$ cat src/rtl/arb_mux.sv
// arb_mux: N-channel valid/ready arbiter-mux (fixed-select or round-robin) with a one-deep registered output.
// Ports: clk; rst (async, active-high); in_data/in_valid/in_ready per channel;
//        mode (0 fixed-select, 1 round-robin); sel (channel index for fixed-select);
//        out_data/out_valid/out_ready/out_chan registered output stage.
// Optional: define ARB_MUX_SEL_ERR_EN to add sticky sel_err (fixed-select with out-of-range sel and valid input).
module arb_mux #(
    parameter int WIDTH = 32,
    parameter int N = 4,
    localparam int SEL_W = (N > 1) ? $clog2(N) : 1
) (
    input  logic               clk,
    input  logic               rst,
    input  logic [N*WIDTH-1:0] in_data,
    input  logic [N-1:0]       in_valid,
    output logic [N-1:0]       in_ready,
    input  logic               mode,
    input  logic [SEL_W-1:0]   sel,
    output logic [WIDTH-1:0]   out_data,
    output logic               out_valid,
    input  logic               out_ready,
    output logic [SEL_W-1:0]   out_chan
`ifdef ARB_MUX_SEL_ERR_EN
    ,
    output logic               sel_err
`endif
);
    logic [SEL_W-1:0] ptr, gidx, idx;
    logic             found, load, sel_ok;
    logic [WIDTH-1:0] gdata;

    assign load   = !out_valid | out_ready;
    assign sel_ok = int'(sel) < N;

    // Round-robin search starts one past the last granted channel and wraps.
    always_comb begin
        found = 1'b0;
        gidx  = '0;
        idx   = '0;
        if (mode) begin
            for (int k = 1; k <= N; k++) begin
                idx = SEL_W'((int'(ptr) + k) % N);
                if (!found && in_valid[idx]) begin
                    found = 1'b1;
                    gidx  = idx;
                end
            end
        end else if (sel_ok && in_valid[sel]) begin
            found = 1'b1;
            gidx  = sel;
        end
    end

    always_comb begin
        gdata = '0;
        for (int i = 0; i < N; i++)
            if (SEL_W'(i) == gidx) gdata = in_data[i*WIDTH +: WIDTH];
    end

    // rst gating keeps in_ready low even though load is high while the register is cleared.
    assign in_ready = (found && load && !rst) ? (N'(1) << gidx) : '0;

    always_ff @(posedge clk or posedge rst) begin
        if (rst) begin
            out_valid <= 1'b0;
            out_data  <= '0;
            out_chan  <= '0;
            ptr       <= SEL_W'(N - 1);
        end else if (load) begin
            if (found) begin
                out_valid <= 1'b1;
                out_data  <= gdata;
                out_chan  <= gidx;
                ptr       <= gidx;
            end else begin
                out_valid <= 1'b0;
            end
        end
    end

`ifdef ARB_MUX_SEL_ERR_EN
    always_ff @(posedge clk or posedge rst) begin
        if (rst) sel_err <= 1'b0;
        else if (!mode && !sel_ok && |in_valid) sel_err <= 1'b1;
    end
`endif
endmodule

$ cat config.mk
export PLATFORM = sky130hd
export DESIGN_NAME = arb_mux
export DESIGN_NICKNAME = d
export VERILOG_FILES = /design/src/rtl/arb_mux.sv
export SDC_FILE = /design/constraint.sdc
export NUM_CORES = 1
export LEC_CHECK = 0
export CAP_MARGIN = 20
export CORE_MARGIN = 2
export CORE_UTILIZATION = 31
export DETAILED_ROUTE_END_ITERATION = 6
export PLACE_DENSITY = 0.77
export REMOVE_ABC_BUFFERS = 1
export SLEW_MARGIN = 40
export SYNTH_ARGS = -nofsm -noshare
export SYNTH_HDL_FRONTEND = slang
export SYNTH_SLANG_ARGS = --single-unit
$ cat constraint.sdc
create_clock -name clk -period 2.2 [get_ports clk]
set_clock_uncertainty 0.05 [all_clocks]
set_input_delay 0.44 -clock clk [delete_from_list [all_inputs] [get_ports clk]]
set_output_delay 0.44 -clock clk [all_outputs]
set_load 0.005 [all_outputs]
Run 1, where the registers sit:
Scale bar: 20 µm. Other sequential cells in the stronger grey, the rest of the logic in the fainter grey.
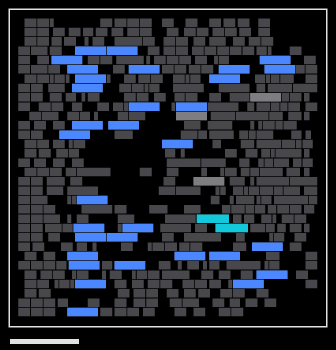
legend:
  out_data:
    colour: blue
    flops: 32
  ptr:
    colour: cyan
    flops: 2
not coloured: 3

Run 1, routed clock nets over the placement:
Scale bar: 20 µm.
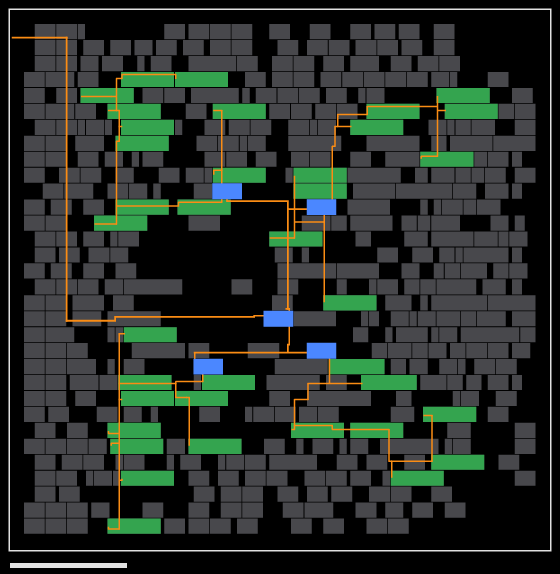
legend:
  clock wires:
    colour: orange
    length: 478 µm
  flip-flops:
    colour: green
    count: 37
  cells driving clock nets:
    colour: blue
    count: 5
routed clock nets: 6
part of the total power dissipated in the clock network: 16.5%
Skew-Pair Late Insertion Delay: 280 ps
Power Clock: 599 µW

==> datasheet_impl.txt, run 1 <==
Physical design parameters

Parameter                              Value

Job
  Number of warnings the tools reported    27
  Number of violations of the max-capacitance limit    0

Min path
  Hold path endpoint    out_data[28]

Final layout
  Post-layout instance count excluding filler cells    543
  Sequential cell area in the final layout    approximately 930 µm²
  Area overhead of the layout relative to synthesis    114.1%
  Number of combinational gates with multiple inputs    171
  Number of nets in the layout    a little under 600
  Antenna cell count    0
  Number of flip-flops in the largest register    32
  Registers with the most flip-flops    out_data: 32 flops, out_chan: 2 flops, ptr: 2 flops
  Number of ordinary inverters in the final layout    4
  Proportion of cell area occupied by registers    18.02%
  Area share of buffers outside the clock network    45.75%
  Core Util, Final    67.73%
  Fraction of area in multi-input gates    a little under a third
  Finished layout cell area    5152 µm²
  Fraction of layout cells with a size suffix above 1    between 20% and 30%

Die
  DIE HEIGHT    slightly above 90 µm
  Number of tapcells    102
  Row count    32
  Die W    92.10 µm
  Placeable core region    7607 µm²
  Floorplan-stage core utilization    31.63%

Routing
  Met3 routed WL    roughly 560 µm
  Met1 wire length    3.712 mm
  Antenna-violating nets left    0
  Final routed wirelength across all metal layers    9.615 mm
  Via count of the routed design    2725
  Final routed wire length divided by cell count    17.71 µm
  DRC violation count after routing    0
  Total iterations of the first detailed-routing run    4

Power and ir drop
  Total design power    3.643 mW
  Sequential Power Share    approximately 28%
  Net load switching power    1.103 mW
  Switching portion of total power    30.29%
  Max power group    combinational cells
  Worst vdd rail ir drop    roughly 320 µV

Critical path
  Minimum setup slack among reg-to-reg paths    -130 ps
  Worst Path Max Fanout    4
  Slowest library cell on the worst path    sky130_fd_sc_hd__dfstp_2
  Data arrival at the endpoint of the critical path    1920 ps
  Timing endpoint of the critical path    in_ready[3]
  Depth of the worst register-to-register path    10
  CP endpoint kind    output port
  Largest stage delay, worst path    390 ps
  Critical path depth in cells    7

Yosys
  Most instantiated cells after synthesis    66 x sky130_fd_sc_hd__mux2i_1, 35 x sky130_fd_sc_hd__dfrtp_1, 35 x sky130_fd_sc_hd__nand2_1
  Cell area after synthesis    2406 µm²
  Flops after synth    37
  Post-synthesis compound-gate area fraction    17.06%
  Synthesized area divided by synthesized cell count    10.37 µm²
  Cell type with the largest total area after synthesis    sky130_fd_sc_hd__dfrtp_1
  Logic family by area    multiplexers
  Top cells, area    sky130_fd_sc_hd__dfrtp_1 36%, sky130_fd_sc_hd__mux2i_1 27%, sky130_fd_sc_hd__o221ai_1 12%
  Register share after synthesis    38.59%
  Most used standard cell by instance count after synthesis    sky130_fd_sc_hd__mux2i_1
  Fraction of synthesized area in multiplexers    27.46%
  Post-synth tally of flip-flops with integrated enable    0

Timing
  Unrepaired setup endpoints after global routing    yes
  Fin. max-slew vios    0
  Post-layout worst setup margin    -206.1 ps
  Setup-violating endpoint count in the final report    35
  Peak Freq    0.4156 GHz
  Final Cycle Share    109.4%

Clock tree
  Number of buffers between clock root and the deepest sink    2
  Number of H-tree levels    2
  Post-CTS resize count    between 60 and 70
  Clock root cell    sky130_fd_sc_hd__clkbuf_8
  Clock transition at path regs    70 ps
  Hold-fix buffers at CTS    0

Global route
  Number of global-route vias before repair    2780
  Grt total ovfl    0
  Total track usage    20.13%
  Largest net degree at the start of global routing    38
  Busiest layer in global routing    met2
  Initial antenna violation count    0
  Met1 layer usage reported by global route    22.85%

Placed design
  Count of port buffers added during placement    around 180
  Weighted congestion reported at the end of routability-driven placement    0.8235

Run status
  Status    finished with violations
  Failing checks    negative setup slack
Run 1, track usage over the die:
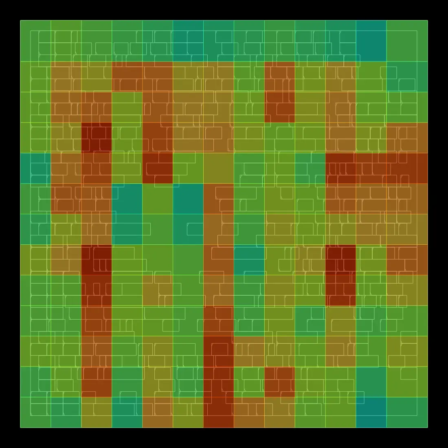
global routing met2 resource utilization: 36.76%
met3 Resource Use GR: 5.094%

Run 1, cell classes on the final placement:
Scale bar: 20 µm.
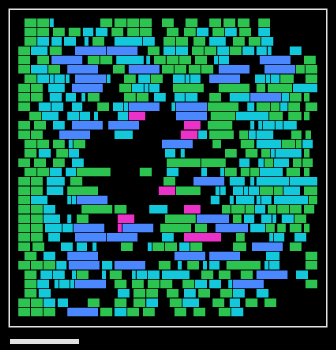

## Run 2: what changed since run 1
CTS_BUF_LIST = sky130_fd_sc_hd__clkbuf_16   (was not set)
Run 2, cell classes on the final placement:
Scale bar: 20 µm.
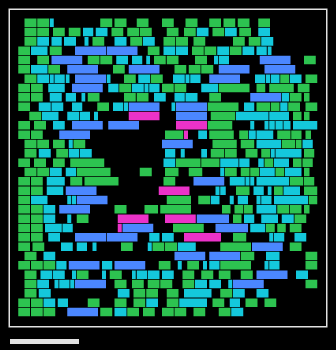
legend:
  flip-flops:
    colour: blue
    cells: 37
    share_of_their_area: 18%
  other buffers and delay cells:
    colour: green
    cells: 225
    share_of_their_area: 47%
  clock drivers and dummy loads:
    colour: magenta
    cells: 8
    share_of_their_area: 3.2%
  all other logic:
    colour: cyan
    cells: 175
    share_of_their_area: 31%

==> datasheet_impl.txt, run 2 <==
Physical design parameters

Parameter                              Value

Run status
  Status    finished with violations
  Failing checks    negative setup slack

Final layout
  Finished layout cell area    5214 µm² (+1.2%)
  Number of combinational gates with multiple inputs    171 (unchanged)
  Core Util, Final    68.54% (+0.81 points)
  Proportion of cell area occupied by registers    17.81% (-0.21 points)
  Number of ordinary inverters in the final layout    4 (unchanged)
  Registers with the most flip-flops    out_data: 32 flops, out_chan: 2 flops, ptr: 2 flops
  Fraction of layout cells with a size suffix above 1    22.92% (-0.66 points)
  Number of nets in the layout    582 (+0.69%)
  Number of flip-flops in the largest register    32 (unchanged)
  Non-Clock Buffer Count    about 230
  Antenna cell count    0 (unchanged)
  Fraction of area in multi-input gates    30.14% (-1.1 points)

Min path
  Hold path endpoint    out_data[23]

Clock tree
  Skew-Pair Late Insertion Delay    270 ps (about the same)
  Post-CTS resize count    66 (-1.5%)
  Number of H-tree levels    2 (unchanged)
  Number of buffers between clock root and the deepest sink    2 (unchanged)
  Clock transition at path regs    50 ps (-20 ps)
  Hold-fix buffers at CTS    0 (unchanged)

Critical path
  Critical path depth in cells    8 (+1)
  Worst Path Max Fanout    4 (unchanged)
  Depth of the worst register-to-register path    11 (+1)
  Nature of the critical path startpoint    flip-flop
  Slowest library cell on the worst path    sky130_fd_sc_hd__dfstp_2
  Timing endpoint of the critical path    in_ready[0]
  Minimum setup slack among reg-to-reg paths    -110 ps (+20 ps)
  Data arrival at the endpoint of the critical path    1940 ps (+20 ps)
  CP endpoint kind    output port
  Crit path kind    reg2out
  Largest stage delay, worst path    590 ps (+200 ps)

Die
  Floorplan-stage core utilization    31.63% (unchanged)
  Row count    32 (unchanged)
  Number of tapcells    102 (unchanged)
  DIE HEIGHT    92.10 µm (unchanged)
  Die W    92.10 µm (unchanged)
  Placeable core region    7607 µm² (unchanged)

Yosys
  Flops after synth    37 (unchanged)
  Fraction of synthesized area in multiplexers    27.46% (unchanged)
  Top cells, area    sky130_fd_sc_hd__dfrtp_1 36%, sky130_fd_sc_hd__mux2i_1 27%, sky130_fd_sc_hd__o221ai_1 12%
  Most used standard cell by instance count after synthesis    sky130_fd_sc_hd__mux2i_1
  Most instantiated cells after synthesis    66 x sky130_fd_sc_hd__mux2i_1, 35 x sky130_fd_sc_hd__dfrtp_1, 35 x sky130_fd_sc_hd__nand2_1
  Logic family by area    multiplexers
  Synthesized area divided by synthesized cell count    10.37 µm² (unchanged)
  Register share after synthesis    38.59% (unchanged)
  Number of synthesis warnings    0
  Post-synth tally of flip-flops with integrated enable    0 (unchanged)
  Cell type with the largest total area after synthesis    sky130_fd_sc_hd__dfrtp_1
  Cell area after synthesis    2406 µm² (unchanged)

Routing
  DRC violation count after routing    0 (unchanged)
  Final routed wirelength across all metal layers    9.545 mm (-0.73%)
  Antenna-violating nets left    0 (unchanged)
  Met1 wire length    3.767 mm (+1.5%)
  Met3 routed WL    530 µm (-4.5%)
  Total iterations of the first detailed-routing run    4 (unchanged)
  Via count of the routed design    2741 (+0.59%)

Timing
  Final number of hold-violating endpoints    0
  Peak Freq    0.4123 GHz (-0.80%)
  Final Cycle Share    110.2% (+0.88 points)
  Unrepaired setup endpoints after global routing    yes
  Fin. max-slew vios    0 (unchanged)
  Setup-violating endpoint count in the final report    28 (-20%)
  Post-layout worst setup margin    -225.4 ps (-19.30 ps)

Power and ir drop
  Net load switching power    1.126 mW (+2.0%)
  Total design power    3.843 mW (+5.5%)
  Power per Cell Area    ~740 nW/µm²
  Switching portion of total power    29.29% (-1.0 points)
  Sequential Power Share    26.7% (-1.4 points)
  Worst vdd rail ir drop    389.2 µV (+23%)
  Part of the total power dissipated in the clock network    20.2% (+3.7 points)

Global route
  Met1 layer usage reported by global route    23.29% (+0.44 points)
  Initial antenna violation count    0 (unchanged)
  Busiest layer in global routing    met2
  Grt total ovfl    0 (unchanged)
  Largest net degree at the start of global routing    38 (unchanged)
  Number of global-route vias before repair    2811 (+1.1%)
  Total track usage    20.45% (+0.32 points)

Job
  Number of violations of the max-capacitance limit    0 (unchanged)
  Number of warnings the tools reported    27 (unchanged)

Placed design
  Weighted congestion reported at the end of routability-driven placement    0.8235 (unchanged)
  Count of port buffers added during placement    176 (unchanged)
Run 2, track usage over the die:
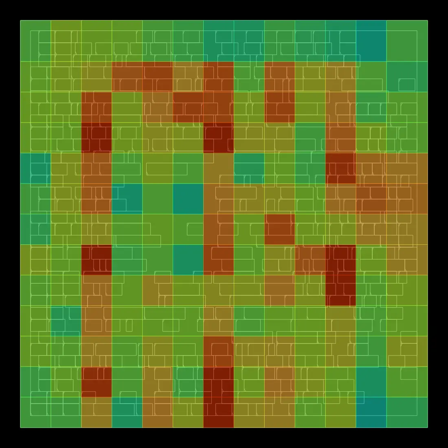
final routed wire length divided by cell count: 17.45 µm
met3 Resource Use GR: 5.012%
global routing met2 resource utilization: 37.07%

Run 2, where the registers sit:
Scale bar: 20 µm. Other sequential cells in the stronger grey, the rest of the logic in the fainter grey.
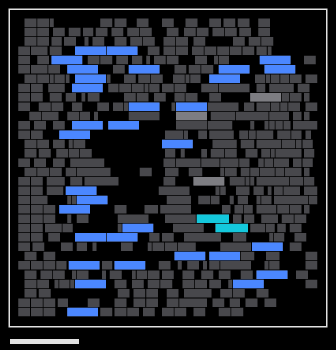

## Run 3: what changed since run 2
REMOVE_ABC_BUFFERS = not set   (was 1)
Run 3, where the registers sit:
Scale bar: 20 µm. Other sequential cells in the stronger grey, the rest of the logic in the fainter grey.
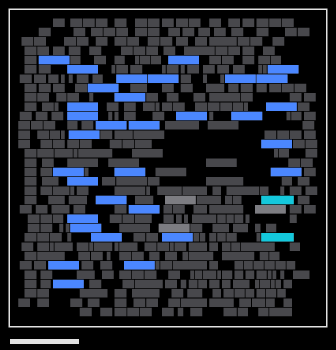
legend:
  out_data:
    colour: blue
    flops: 32
  ptr:
    colour: cyan
    flops: 2

Run 3, track usage over the die:
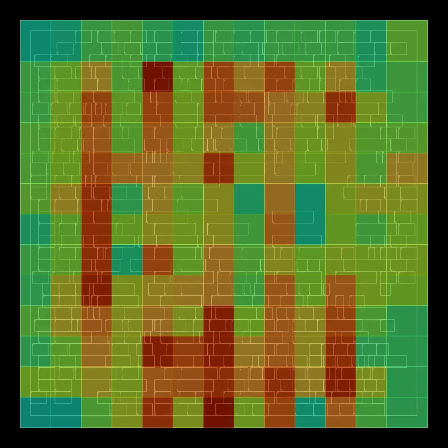
total track usage: 21.18%
busiest layer in global routing: met2
global routing met2 resource utilization: 39.52%
final routed wire length divided by cell count: 18.15 µm

==> datasheet_impl.txt, run 3 <==
Physical design parameters

Parameter                              Value

Run status
  Status    finished with violations
  Failing checks    negative setup slack

Yosys
  Cell type with the largest total area after synthesis    sky130_fd_sc_hd__dfrtp_1
  Number of synthesis warnings    0 (unchanged)
  Post-synth tally of flip-flops with integrated enable    0 (unchanged)
  Most used standard cell by instance count after synthesis    sky130_fd_sc_hd__mux2i_1
  Logic family by area    multiplexers
  Flops after synth    37 (unchanged)
  Register share after synthesis    38.59% (unchanged)
  Most instantiated cells after synthesis    66 x sky130_fd_sc_hd__mux2i_1, 35 x sky130_fd_sc_hd__dfrtp_1, 35 x sky130_fd_sc_hd__nand2_1
  Fraction of synthesized area in multiplexers    27.46% (unchanged)

Final layout
  Number of nets in the layout    575 (-1.2%)
  Fraction of layout cells with a size suffix above 1    22.37% (-0.55 points)
  Antenna cell count    0 (unchanged)
  Core Util, Final    68.19% (-0.35 points)
  Fraction of area in multi-input gates    31.38% (+1.2 points)
  Number of flip-flops in the largest register    32 (unchanged)
  Number of ordinary inverters in the final layout    4 (unchanged)
  Number of combinational gates with multiple inputs    171 (unchanged)
  Non-Clock Buffer Count    218 (-3.1%)
  Proportion of cell area occupied by registers    17.90% (+0.090 points)
  Registers with the most flip-flops    out_data: 32 flops, out_chan: 2 flops, ptr: 2 flops

Critical path
  Timing endpoint of the critical path    in_ready[2]
  Largest stage delay, worst path    580 ps (about the same)
  Depth of the worst register-to-register path    9 (-2)
  Critical path depth in cells    7 (-1)
  Worst Path Max Fanout    4 (unchanged)
  Data arrival at the endpoint of the critical path    1970 ps (+30 ps)
  Crit path kind    reg2out
  Nature of the critical path startpoint    flip-flop
  CP endpoint kind    output port

Power and ir drop
  Sequential Power Share    27.0% (+0.3 points)
  Part of the total power dissipated in the clock network    20.8% (+0.6 points)
  Switching portion of total power    30.25% (+0.97 points)
  Worst vdd rail ir drop    368.8 µV (-5.3%)
  Net load switching power    1.153 mW (+2.4%)
  Power per Cell Area    734.4 nW/µm² (-0.38%)
  Total design power    3.810 mW (-0.88%)

Timing
  Unrepaired setup endpoints after global routing    yes
  Post-layout worst setup margin    -262.9 ps (-37.50 ps)
  Fin. max-slew vios    0 (unchanged)
  Final number of hold-violating endpoints    0 (unchanged)
  Peak Freq    0.4060 GHz (-1.5%)
  Setup-violating endpoint count in the final report    16 (-43%)

Job
  Number of warnings the tools reported    28 (+3.7%)
  Number of violations of the max-capacitance limit    0 (unchanged)

Routing
  Met1 wire length    3.705 mm (-1.6%)
  Antenna-violating nets left    0 (unchanged)
  Number of design-rule violations left by the first detailed-router iteration    33
  Total iterations of the first detailed-routing run    4 (unchanged)

Clock tree
  Post-CTS resize count    53 (-20%)
  Number of H-tree levels    2 (unchanged)
  Hold-fix buffers at CTS    0 (unchanged)
  Number of buffers between clock root and the deepest sink    2 (unchanged)
  Skew-Pair Late Insertion Delay    270 ps (about the same)

Die
  Die W    92.10 µm (unchanged)
  Number of tapcells    102 (unchanged)
  Placeable core region    7607 µm² (unchanged)
  Floorplan-stage core utilization    31.63% (unchanged)
  Row count    32 (unchanged)

Placed design
  Weighted congestion reported at the end of routability-driven placement    0.7942 (-3.6%)

Global route
  Number of global-route vias before repair    2812 (+0.036%)
  Grt total ovfl    0 (unchanged)
  Met1 layer usage reported by global route    23.02% (-0.27 points)
  Largest net degree at the start of global routing    38 (unchanged)
  Initial antenna violation count    0 (unchanged)

==> screenshots <==
Selected gate families.
(a)
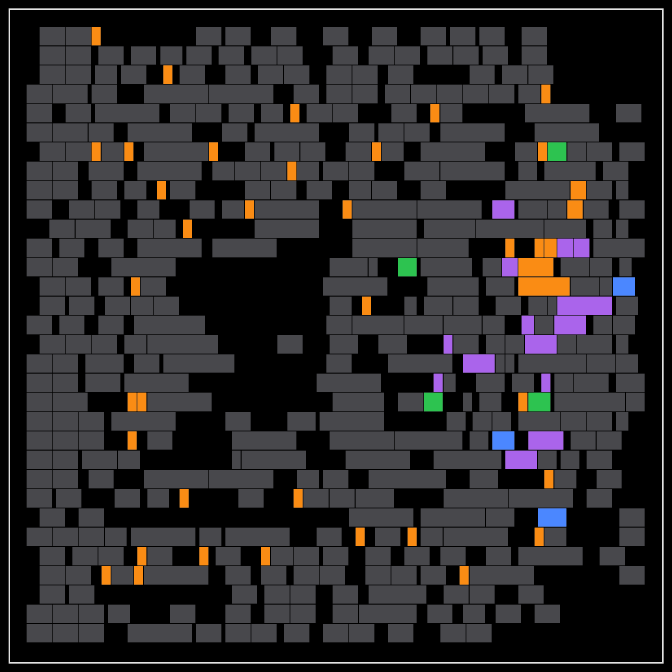
(b)
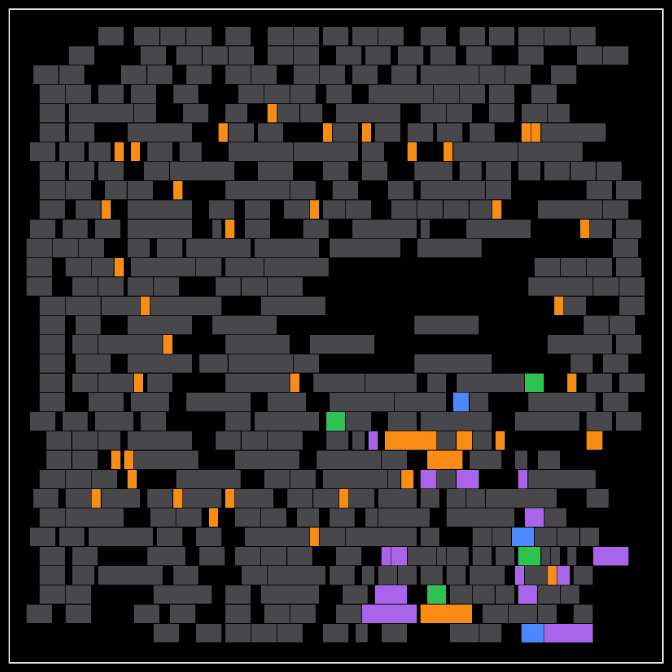
(b) -> run 3
(a) -> run 2

Key to (a):
legend:
  NOR gates:
    colour: purple
    cells: 14
    where: right middle
  AND and OR gates:
    colour: blue
    cells: 3
  AND-OR and OR-AND gates:
    colour: green
    cells: 4
    where: right middle
  NAND gates:
    colour: orange
    cells: 40
    where: widely spread

No activity file was given, so power comes from the tool's default toggle rates.
